--- config.mk ---
export PLATFORM = sky130hd
export DESIGN_NAME = stage_evaluator
export DESIGN_NICKNAME = d
export VERILOG_FILES = /design/src/rtl/stage_evaluator.sv
export SDC_FILE = /design/constraint.sdc
export NUM_CORES = 1
export LEC_CHECK = 0
export CAP_MARGIN = 25
export CORE_ASPECT_RATIO = 0.6
export CORE_MARGIN = 1
export CORE_UTILIZATION = 40
export CTS_BUF_LIST = sky130_fd_sc_hd__clkbuf_8
export CTS_CLUSTER_SIZE = 30
export DETAILED_ROUTE_END_ITERATION = 16
export DONT_BUFFER_PORTS = 1
export HOLD_SLACK_MARGIN = 0.06
export MAX_ROUTING_LAYER = met4
export PLACE_DENSITY = 0.56
export SLEW_MARGIN = 0
export SYNTH_ARGS = -nofsm -noshare
export SYNTH_HDL_FRONTEND = slang
export SYNTH_SLANG_ARGS = --single-unit
--- constraint.sdc ---
create_clock -name clk -period 4.4 [get_ports clk]
set_input_delay 0.66 -clock clk [delete_from_list [all_inputs] [get_ports clk]]
set_output_delay 0.66 -clock clk [all_outputs]
set_load 0.01 [all_outputs]
--- src/rtl/stage_evaluator.sv ---
// Cascade stage sequencer: walks one detection window through all stages, fetching each
// stage threshold from the ROM and comparing it against the datapath's stage sum.
module stage_evaluator #(
    parameter int W_DATA   = 11,
    parameter int W_ADDR   = 5,
    parameter int N_STAGES = 25
) (
    input  logic              clk,
    input  logic              rst,
    input  logic              win_valid,
    output logic              win_ready,
    input  logic              flush,
    output logic              thr_en,
    output logic [W_ADDR-1:0] thr_addr,
    input  logic [W_DATA-1:0] thr_data,
    output logic              stage_req,
    output logic [W_ADDR-1:0] stage_idx,
    input  logic              sum_valid,
    output logic              sum_ready,
    input  logic [W_DATA-1:0] stage_sum,
    output logic              res_valid,
    input  logic              res_ready,
    output logic              res_detect,
    output logic [W_ADDR-1:0] res_stage
);

    localparam logic [W_ADDR-1:0] LAST = W_ADDR'(N_STAGES - 1);

    typedef enum logic [2:0] {IDLE, FETCH, LOAD, WAIT, RESULT} state_t;

    state_t            state;
    state_t            next_state;
    logic [W_ADDR-1:0] stage;
    logic [W_DATA-1:0] thr_q;
    logic              pass;
    logic              last;
    logic              accept;
    logic              handshake;

    // Equality passes; both operands are two's complement.
    assign pass      = $signed(stage_sum) >= $signed(thr_q);
    assign last      = (stage == LAST);
    assign accept    = (state == IDLE) && win_valid && !flush;
    assign handshake = (state == WAIT) && sum_valid && !flush;

    // Outputs decode the state so an asynchronous reset clears them immediately.
    assign win_ready = (state == IDLE);
    assign thr_en    = (state == FETCH);
    assign stage_req = (state == FETCH);
    assign sum_ready = (state == WAIT);
    assign res_valid = (state == RESULT);
    assign thr_addr  = stage;
    assign stage_idx = stage;

    always_comb begin
        next_state = state;
        case (state)
            IDLE:    if (win_valid) next_state = FETCH;
            FETCH:   next_state = LOAD;
            LOAD:    next_state = WAIT;
            WAIT:    if (sum_valid) next_state = (pass && !last) ? FETCH : RESULT;
            RESULT:  if (res_ready) next_state = IDLE;
            default: next_state = IDLE;
        endcase
        if (flush) begin
            next_state = IDLE;
        end
    end

    always_ff @(posedge clk or negedge rst) begin
        if (!rst) begin
            state <= IDLE;
        end else begin
            state <= next_state;
        end
    end

    // Flush blocks every handshake, so the window state below only moves on clean cycles.
    always_ff @(posedge clk or negedge rst) begin
        if (!rst) begin
            stage      <= '0;
            thr_q      <= '0;
            res_detect <= 1'b0;
            res_stage  <= '0;
        end else begin
            if (accept) begin
                stage <= '0;
            end
            if (state == LOAD) begin
                thr_q <= thr_data;
            end
            if (handshake) begin
                if (!pass) begin
                    res_detect <= 1'b0;
                    res_stage  <= stage;
                end else if (last) begin
                    res_detect <= 1'b1;
                    res_stage  <= stage;
                end else begin
                    stage <= stage + 1'b1;
                end
            end
        end
    end

endmodule

**Cells colored by class**

The bar under the picture is 20 um long.
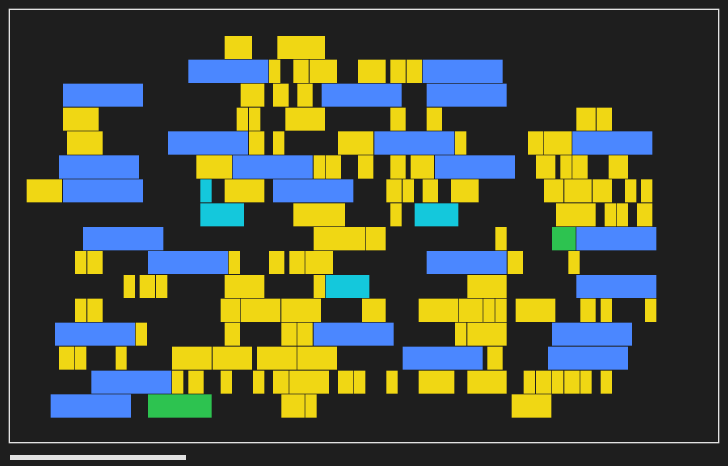
[blue] registers | cells: 25
[cyan] clock drivers and dummy loads | cells: 4
[green] remaining buffers and delay cells | cells: 2
[yellow] remaining logic cells | cells: 118

**Sizing map**

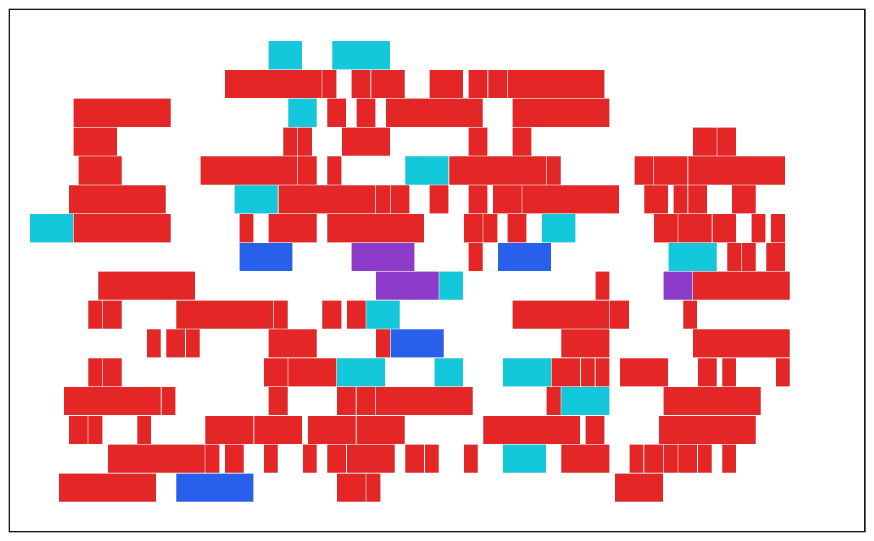
[cyan] x2 | cells: 15
[purple] x3 and x4 | cells: 3
[red] x1 and smaller | cells: 127
[blue] x6 and larger | cells: 4

==> commit_impl_results.txt <==
Log flow metrics for this revision

* Metal1 wirelength: 1570 um
* Logic cell area: about 720 um^2
- Relative max-transition margin: 72.0%
- During placement, the flow inserted port buffers numbering 0.
- Vias in the first global route: 1,056
- Synth mux share: 3.80%
- Max Root-Sink Buffers: 2
- Worst-path fanout max: 6
- Final standard cell count with taps included and fillers excluded: 194
- Net Sw Frac: between 30% and 40%
* Post-Synthesis Net Count: 194
* Least setup slack across all paths after layout: roughly 2.3 ns
- Final nets: 191
- The initial antenna violation count was 0.
- Sequential share of the synthesized area: a little over two fifths
- The fraction of final cell area spent on clock buffers and inverters in this run is 2.92%.
- The flow ran to the end, and the final reports show no timing, DRC or antenna violations.
* Slew Viols, Final: 0
* TritonCTS Buffers: 3
- DP HPWL: roughly 2400 um
- Async SR Flop Fraction: 100%
- The completed layout was analyzed and its total power is 632 uW.
- Row generation in the floorplan step produced 16 rows.
- Dividing the synthesized area by the synthesized cell count gives 9.68 um^2.
- Top library cells by usage in the layout, fill and taps aside: 25 x dfrtp_1, 19 x inv_1, 18 x o21ai_0, 16 x nand2_1, 13 x ha_1
- The tool flagged a number of max-cap violations equal to 0.
- The main area contributors are dfrtp_1 42%, ha_1 11%, o21ai_0 6.1%.
- The global routing report lists combined usage of all routing layers as 18.0%.
- The OpenROAD report gives the critical path a required time of 4.55 ns.
- Multi-input combinational cells in the finished layout were counted as 100.
* CP Cell Sequence: ha_1 > a21oi_1 > o21ai_0 > a21oi_2 > nand2_2 > a21oi_4 > mux2_2
- Kind of cell adding the most delay to the critical path: AND-OR/OR-AND gates
* Top layer used by detailed routing: met4
- In the Yosys report the total cell count is around 150.
- Finished layout cell area: 1540 um^2
- For this block, the via count after detailed routing is 1,036.
- Number of non-clock buffers in the layout: 2
- The post-route utilization of the core is recorded as between 40% and 50%.
- Avg Vias per Cell: 5.34
- Of the total power, combinational logic draws 32.0%.
- Busiest layer in global routing: met1
- The biggest slice of the total power is consumed by registers.
- Top_reg_cell synth: dfrtp_1
- Initial cell density of the core: 43.8%
- Fraction of area in non-clock buffers: approximately 1.8%
* Count of state elements after synthesis: 25
- P_sw: 216 uW
- Synthesis handed over a netlist of about 150 instances.
- Synth Cell Area: around 1500 um^2
**Clock wiring as the flow saved it**

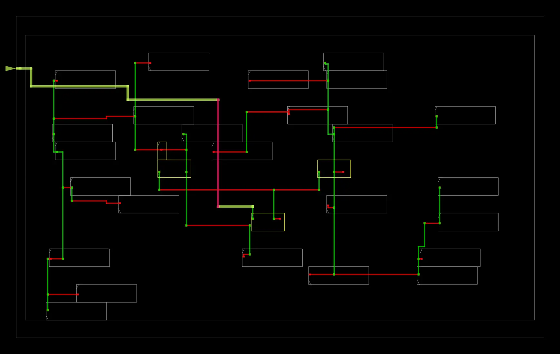
Clk power: 132 uW
Clock Sink Count: 25
number of sequential cells in the layout: 25
worst clock skew: 0.00370 ns

==> worst paths after layout <==
path                                end  depth (start not counted)    startpoint  slack [ns]
setup / recovery           res_stage[3]                          7  stage_sum[6]        2.31
hold / removal                 thr_q[6]                          1           rst        0.20
setup reg to reg           res_stage[3]                          8      thr_q[2]        2.32
hold reg to reg                thr_q[0]                          1      thr_q[0]        0.55
max in group asynchronous      thr_q[3]                          1           rst        4.05
min in group clk               state[1]                          1     sum_valid        0.49
==> cell usage after synthesis, types with 3 or more instances <==
cell / n
dfrtp_1: 25
mux2_2: 3
nand3_1: 8
nand2_1: 16
o21ai_0: 18
buf_4: 7
nor2_1: 5
inv_1: 18
a21oi_1: 6
ha_1: 13
==> state kept, by name, summed over array words and instances (netlist names) <==
name	cells
res_stage	5
thr_q	11
stage_idx	5
state	3
res_detect	1
No activity file was given, so power comes from the tool's default toggle rates.
